==> images/flops_by_reg.png <==
Other sequential cells in the stronger grey, the rest of the logic in the fainter grey.
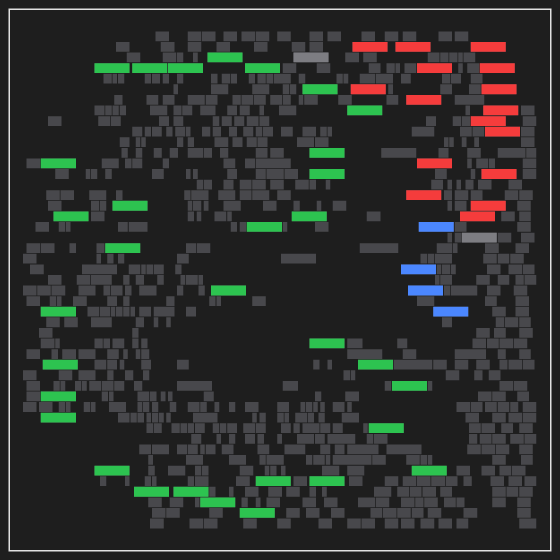
==> images/clk_routes.png <==
Scale bar: 50 um.
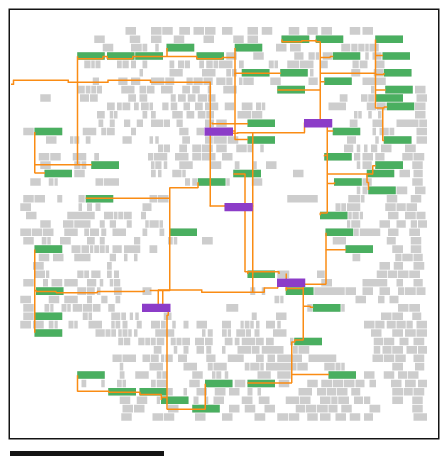
==> images/placement_by_type.png <==
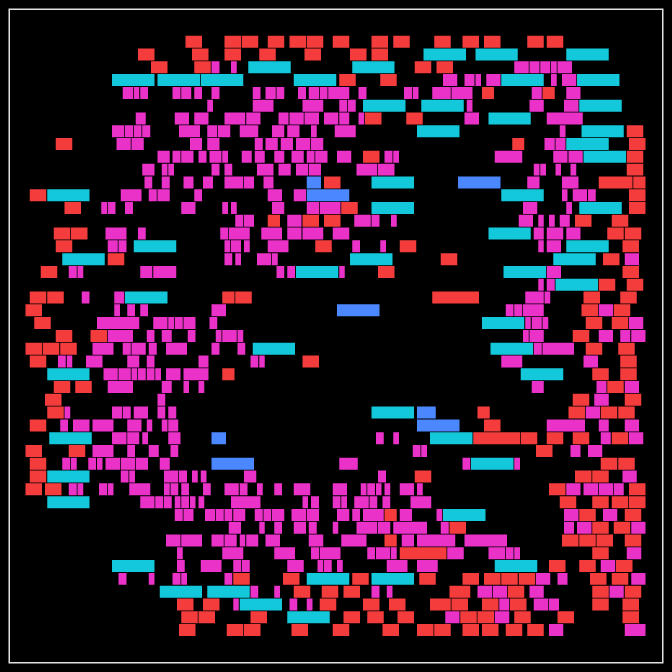
==> images/clocks.png <==
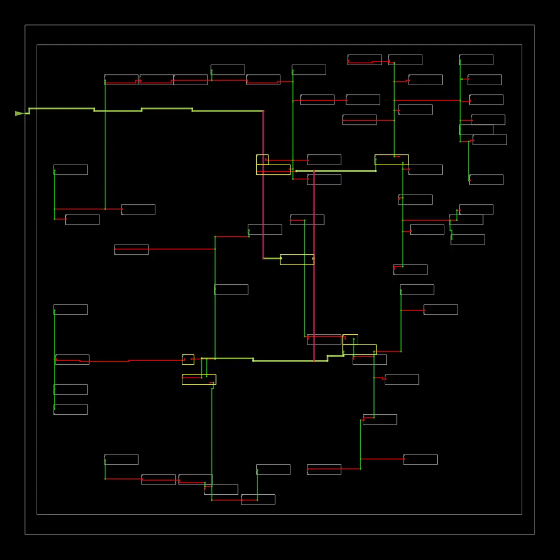
--- src/rtl/branch_resolve_if.sv ---
// ID/EX branch fields into EX and EX/MEM redirect fields out to fetch.
// master drives the ID/EX side; slave is the resolving stage.
interface branch_resolve_if #(
  parameter int CNT_W = 16
);
  logic             id_ex_valid;
  logic [31:0]      id_ex_npc;
  logic [31:0]      id_ex_imm;
  logic [31:0]      id_ex_rs_data;
  logic [31:0]      id_ex_rt_data;
  logic [1:0]       id_ex_branch_op;
  logic             ex_mem_pc_src;
  logic [31:0]      ex_mem_npc;
  logic             ex_mem_valid;
  logic             flush;
  logic [CNT_W-1:0] taken_count;

  modport master (
    output id_ex_valid,
    output id_ex_npc,
    output id_ex_imm,
    output id_ex_rs_data,
    output id_ex_rt_data,
    output id_ex_branch_op,
    input  ex_mem_pc_src,
    input  ex_mem_npc,
    input  ex_mem_valid,
    input  flush,
    input  taken_count
  );

  modport slave (
    input  id_ex_valid,
    input  id_ex_npc,
    input  id_ex_imm,
    input  id_ex_rs_data,
    input  id_ex_rt_data,
    input  id_ex_branch_op,
    output ex_mem_pc_src,
    output ex_mem_npc,
    output ex_mem_valid,
    output flush,
    output taken_count
  );
endinterface

--- src/rtl/branch_resolve.sv ---
// EX-stage BEQ/BNE/J resolution, EX/MEM redirect latch and
// wrong-path squash window after a taken branch.
module branch_resolve #(
  parameter int SQUASH_CYCLES = 2,
  parameter int CNT_W         = 16
) (
  input  logic clk,
  input  logic rst,
  branch_resolve_if.slave bus
);

  localparam logic [1:0] OP_NONE = 2'b00;
  localparam logic [1:0] OP_BEQ  = 2'b01;
  localparam logic [1:0] OP_BNE  = 2'b10;
  localparam logic [1:0] OP_J    = 2'b11;

  localparam logic [3:0] SQ_LOAD = 4'(SQUASH_CYCLES);
  localparam logic [CNT_W-1:0] CNT_MAX = '1;

  logic             eq;
  logic             cond;
  logic             accept;
  logic             take;
  logic [31:0]      target;

  logic [3:0]       squash_cnt;
  logic             pc_src_q;
  logic [31:0]      npc_q;
  logic             valid_q;
  logic [CNT_W-1:0] count_q;

  always_comb begin
    eq     = (bus.id_ex_rs_data == bus.id_ex_rt_data);
    target = bus.id_ex_npc + bus.id_ex_imm;
    cond   = 1'b0;
    unique case (bus.id_ex_branch_op)
      OP_NONE: cond = 1'b0;
      OP_BEQ:  cond = eq;
      OP_BNE:  cond = ~eq;
      OP_J:    cond = 1'b1;
      default: cond = 1'b0;
    endcase
    accept = bus.id_ex_valid & (squash_cnt == 4'd0);
    take   = accept & cond;
  end

  // squash_cnt doubles as the state: zero is idle, nonzero is the window
  always_ff @(posedge clk or negedge rst) begin
    if (!rst) begin
      squash_cnt <= 4'd0;
      pc_src_q   <= 1'b0;
      npc_q      <= 32'd0;
      valid_q    <= 1'b0;
      count_q    <= '0;
    end else begin
      valid_q  <= accept;
      pc_src_q <= take;
      if (accept)
        npc_q <= take ? target : bus.id_ex_npc;
      if (squash_cnt != 4'd0)
        squash_cnt <= squash_cnt - 4'd1;
      else if (take)
        squash_cnt <= SQ_LOAD;
      if (take && count_q != CNT_MAX)
        count_q <= count_q + 1'b1;
    end
  end

  assign bus.ex_mem_pc_src = pc_src_q;
  assign bus.ex_mem_npc    = npc_q;
  assign bus.ex_mem_valid  = valid_q;
  assign bus.flush         = (squash_cnt != 4'd0);
  assign bus.taken_count   = count_q;

endmodule

--- src/flat_wrapper.sv ---
// flat-port wrapper written by rule: the top's interface ports become plain ports
module branch_resolve_flat 
#(
  parameter int SQUASH_CYCLES = 2,
  parameter int CNT_W         = 16
)
  (clk, rst, bus_id_ex_valid, bus_id_ex_npc, bus_id_ex_imm, bus_id_ex_rs_data, bus_id_ex_rt_data, bus_id_ex_branch_op, bus_ex_mem_pc_src, bus_ex_mem_npc, bus_ex_mem_valid, bus_flush, bus_taken_count);
  branch_resolve_if #(.CNT_W(CNT_W)) bus_i ();
  input  logic clk;
  input  logic rst;
  input wire logic [$bits(bus_i.id_ex_valid)-1:0] bus_id_ex_valid;
  input wire logic [$bits(bus_i.id_ex_npc)-1:0] bus_id_ex_npc;
  input wire logic [$bits(bus_i.id_ex_imm)-1:0] bus_id_ex_imm;
  input wire logic [$bits(bus_i.id_ex_rs_data)-1:0] bus_id_ex_rs_data;
  input wire logic [$bits(bus_i.id_ex_rt_data)-1:0] bus_id_ex_rt_data;
  input wire logic [$bits(bus_i.id_ex_branch_op)-1:0] bus_id_ex_branch_op;
  output wire logic [$bits(bus_i.ex_mem_pc_src)-1:0] bus_ex_mem_pc_src;
  output wire logic [$bits(bus_i.ex_mem_npc)-1:0] bus_ex_mem_npc;
  output wire logic [$bits(bus_i.ex_mem_valid)-1:0] bus_ex_mem_valid;
  output wire logic [$bits(bus_i.flush)-1:0] bus_flush;
  output wire logic [$bits(bus_i.taken_count)-1:0] bus_taken_count;
  assign bus_i.id_ex_valid = bus_id_ex_valid;
  assign bus_i.id_ex_npc = bus_id_ex_npc;
  assign bus_i.id_ex_imm = bus_id_ex_imm;
  assign bus_i.id_ex_rs_data = bus_id_ex_rs_data;
  assign bus_i.id_ex_rt_data = bus_id_ex_rt_data;
  assign bus_i.id_ex_branch_op = bus_id_ex_branch_op;
  assign bus_ex_mem_pc_src = bus_i.ex_mem_pc_src;
  assign bus_ex_mem_npc = bus_i.ex_mem_npc;
  assign bus_ex_mem_valid = bus_i.ex_mem_valid;
  assign bus_flush = bus_i.flush;
  assign bus_taken_count = bus_i.taken_count;
  branch_resolve #(.SQUASH_CYCLES(SQUASH_CYCLES), .CNT_W(CNT_W)) u_core (.clk(clk), .rst(rst), .bus(bus_i));
endmodule
--- config.mk ---
export PLATFORM = sky130hd
export DESIGN_NAME = branch_resolve_flat
export DESIGN_NICKNAME = d
export VERILOG_FILES = /design/src/rtl/branch_resolve_if.sv /design/src/rtl/branch_resolve.sv /design/src/flat_wrapper.sv
export SDC_FILE = /design/constraint.sdc
export NUM_CORES = 1
export LEC_CHECK = 0
export CAP_MARGIN = 20
export CORE_MARGIN = 3
export CORE_UTILIZATION = 25
export CTS_BUF_LIST = sky130_fd_sc_hd__clkbuf_8 sky130_fd_sc_hd__clkbuf_16
export CTS_CLUSTER_SIZE = 20
export DETAILED_ROUTE_END_ITERATION = 10
export GPL_TIMING_DRIVEN = 0
export MAX_ROUTING_LAYER = met4
export REMOVE_ABC_BUFFERS = 1
export SLEW_MARGIN = 20
export SYNTH_ARGS = -nofsm -noshare
export SYNTH_HDL_FRONTEND = slang
export SYNTH_SLANG_ARGS = --single-unit
--- constraint.sdc ---
create_clock -name clk -period 2.8 [get_ports clk]
set_input_delay 0.28 -clock clk [delete_from_list [all_inputs] [get_ports clk]]
set_output_delay 0.28 -clock clk [all_outputs]
set_load 0.02 [all_outputs]
==> ci_impl_report.md <==
### Flow metrics

| Metric | Value |
|---|---|
| Global route hottest layer | met2 |
| Global-route wire length before repair | 22780 um |
| Max frequency | around 370 MHz |
| Vias in the first global route | 4409 |
| Top power group | combinational logic |
| CTS tree | built |
| AND/OR/NAND/NOR Cells, Area Fraction | 17.66% |
| Placed Cells | 905 |
| DPL Wire Length | 11130 um |
| Finished Layout Cells | 923 |
| Vias | 4344 |
| Combinational Power | 1.98 mW |
| Logic pwr share | ~51% |
| Met3 Track Usage GR | between 3 and 4% |
| Largest area class, layout | multi-input combinational cells |
| Initial antenna violation count | 0 |
| Diodes inserted | 0 |
| R2R Path Start | u_core.squash_cnt[0]$_DFFE_PN0P_ |
| Max-Cap Viols | 0 |
| Highest Signal Layer | met4 |
| Routability cong. | 0.8070 |
| Outcome | completed |
| Biggest area cells | dfrtp_1, xor2_1, ha_1, a21oi_1, o21ai_0 |
| Hold Slack | 0.3952 ns |
| Worst Setup EP | u_core.bus.ex_mem_npc[28]$_DFFE_PN0P_ |
| Area Growth Syn to Fin | 57.49% |
| Yosys cell count | 515 |
| Critical path class | in2reg |
| Max IR drop VDD | roughly 0.3 mV |
| Total power | 3.856 mW |
| Fin crit period | 2.673 ns |
| Post-synth cell types | 49 |
| Num CTS Buffers | 5 |
| Seq/Total Area, Yosys | 30.71% |
| Max-area cell share | a little under a third |
| Max incr delay on CP | 0.50 ns |
| Yosys chip area | 4400 um^2 |
| Share of cells above drive strength 1 | roughly 8% |
| Chip area | between 15000 and 20000 um^2 |
| R2R Setup Slk | between 0.4 and 0.5 ns |
| Ys flop type | dfrtp_1 |
| Largest net degree at the start of global routing | 36 |
| Leakage | 3.007 nW |
About flops_by_reg.png:
[green] u_core.bus.ex_mem_npc | placed flops: 32
[red] u_core.bus.taken_count | placed flops: 16 | where: north-east
[blue] u_core.squash_cnt | placed flops: 4 | where: east
Final Util: 41.06%
sequential share of cell area: 19.50%
Seq power: 1.20 mW
area occupied by registers: 1351 um^2

About clk_routes.png:
[orange] clock wires | length: 1020 um
[green] flip-flops | count: 54
[purple] clock drivers | count: 5
routed clock nets: 6

About placement_by_type.png:
[red] remaining buffers and delay cells | cells: 197
[magenta] combinational and other logic | cells: 444
[blue] clock drivers and dummy loads | cells: 8
[cyan] sequential cells | cells: 54

About clocks.png:
Layout clock buffers: 5
clk pwr: 679 uW

[what timing repair did]
item | 4_1_cts | 5_1_grt
setup endpoints to repair | 28 | 25
hold buffers | 1 | 0
resized | 9 | 29
setup buffers | 5 | 4
pin swaps | 5 | 10
endpoints found under the hold margin | 19 | 0
[cells in the final DEF (no fill, tap or decap), types with 3 or more instances in the layout]
master	instances
buf_16	3
a21boi_1	3
and2_1	3
o21a_1	4
clkbuf_16	5
nor2_1	26
a211oi_1	4
ha_1	29
a21oi_1	51
mux2i_1	8
xnor2_1	23
a21oi_2	5
nor3b_1	3
nand2_1	55
nand4_1	12
nor4_1	7
a21o_1	23
o21ai_1	4
buf_4	10
xor2_1	51
o211ai_1	3
inv_1	9
o21ai_0	44
nor3_1	4
and3_1	14
ha_2	3
clkdlybuf4s50_1	180
nand3_1	9
dfrtp_1	54
Power figures rest on the tool's default switching activity, not on a simulated workload.
